wires.png
Scale bar: 20 um. Only two layers are drawn.
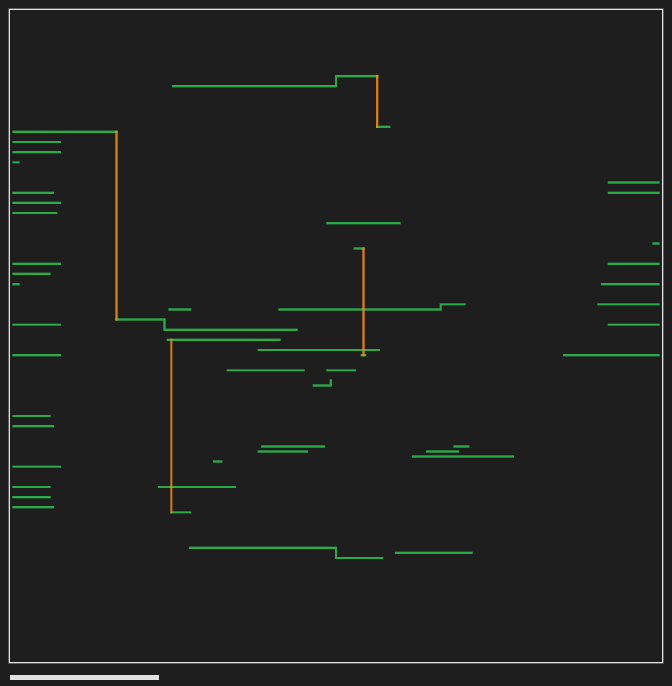
layer_met1.png
Scale bar: 20 um. Cells faint in the background.
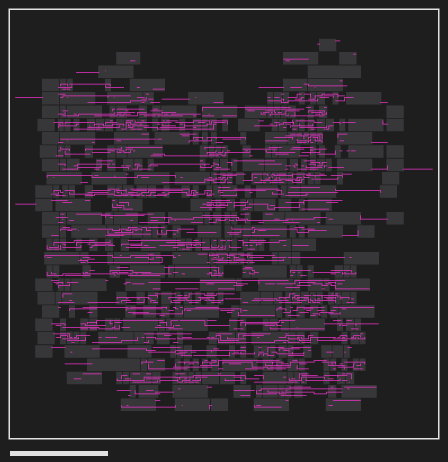
metal_density.png
17 x 17 tiles, from white (low) to dark blue (high), scaled to the fullest tile. Values are wire area over tile area, all layers added.
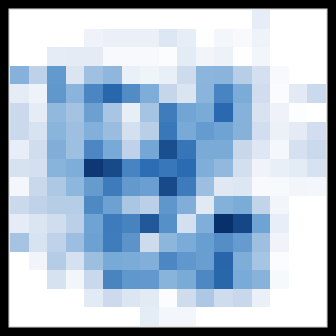
detail.png
Scale bar: 5 um. Region (56, 56) to (76, 76) um. Cells in grey, sequential cells in the stronger grey; small squares are vias.
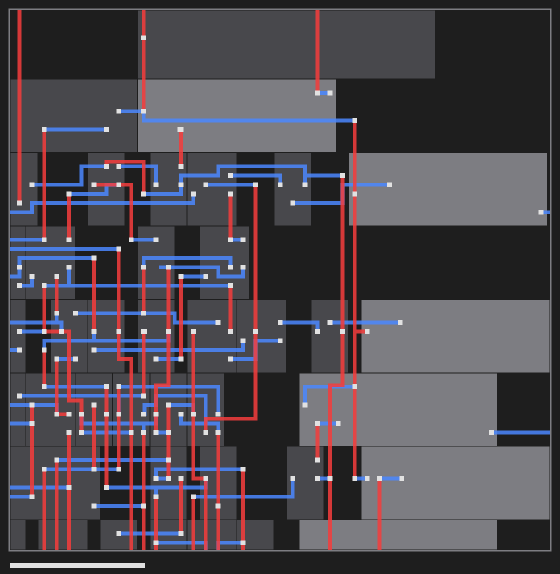
==> config.mk <==
export PLATFORM = sky130hd
export DESIGN_NAME = seg7_display_driver
export DESIGN_NICKNAME = d
export VERILOG_FILES = /design/src/rtl/seg7_display_driver.sv
export SDC_FILE = /design/constraint.sdc
export NUM_CORES = 1
export LEC_CHECK = 0
export ABC_AREA = 1
export CAP_MARGIN = 30
export CORE_MARGIN = 5
export CORE_UTILIZATION = 48
export DETAILED_ROUTE_END_ITERATION = 10
export PLACE_DENSITY = 0.78
export SKIP_CTS_REPAIR_TIMING = 1
export SLEW_MARGIN = 20
export SYNTH_ARGS = -nofsm -noshare
export SYNTH_HDL_FRONTEND = slang
export SYNTH_SLANG_ARGS = --single-unit
==> constraint.sdc <==
create_clock -name clk -period 2.56 [get_ports clk]
set_input_delay 0.512 -clock clk [delete_from_list [all_inputs] [get_ports clk]]
set_output_delay 0.512 -clock clk [all_outputs]
set_load 0.01 [all_outputs]
==> run summary <==
fresh numbers from the pnr run: run status=completed, Die Y=87.4 um, Clk network pwr share=0.452, H-tree lvl count=3, CTS tree=built, fin util=0.584, Clock Latency Late Sink=0.34 ns, I/O pin total=32, Placed Cells incl. Taps=490, hold slack final=0.449 ns, met3 Track Usage GR=0.0605, Met1 Routed Length=2740 um, Top Layout Cells=nand2_1, dfxtp_1, nor2_1, clkdlybuf4s50_1, relative slew slack=0.584, cell count in the Yosys report=393, Pint=1.61 mW, fa+ha+maj area frac=0.0522, gpl congestion=0.957, clock network area share=0.0619, Tcrit/Tclk final=0.683, Seq. pwr=1.03 mW, Num CTS Buffers=9, pin count of the biggest net entering global routing=22, CP endpoint kind=output port, switch share=0.218, Top power group=sequential cells, multi-input gates=282, Syn Area/Cell=7.32 sq um, Setup WS pre-CTS=0.697 ns, post-route cell area=3440 sq um, most frequent logic cell in the layout=nand2_1, Post-DRT Antenna Nets=0, largest area contributor in the netlist=dfxtp_1, DIE WIDTH=87.4 um, root buffer cell=clkbuf_8, vias in the first global route=2406, delay-heaviest family, CP=buffers and inverters, Logic pwr share=0.048
-- wires.png (at the start) --
orange -> metal 4  # wire length 69.4 um
green -> metal 3  # wire length 383 um
All-Layer GR Usage: 0.170
total number of vias: 2545
WL per Instance: 11.4 um
Final Routed Wirelength: 5770 um

-- layer_met1.png (at the start) --
nets with wire on the layer = 406
main direction = horizontal
wire length on this layer = 2740 um
met1 Use GR: 0.217

-- metal_density.png (at the start) --
fullest tile = 0.46
tiles over half the peak = 20%
densest ninth of the die = middle
emptiest ninth of the die = top right
nearly empty tiles = 24%

-- detail.png (at the start) --
blue -> metal 1
red -> metal 2
most frequent = nand2_1 (13), dfxtp_1 (5), nand3_1 (4)
cells with their middle in the window = 30
sequential cells in the window = 5

Power and IR drop assume default switching activity.
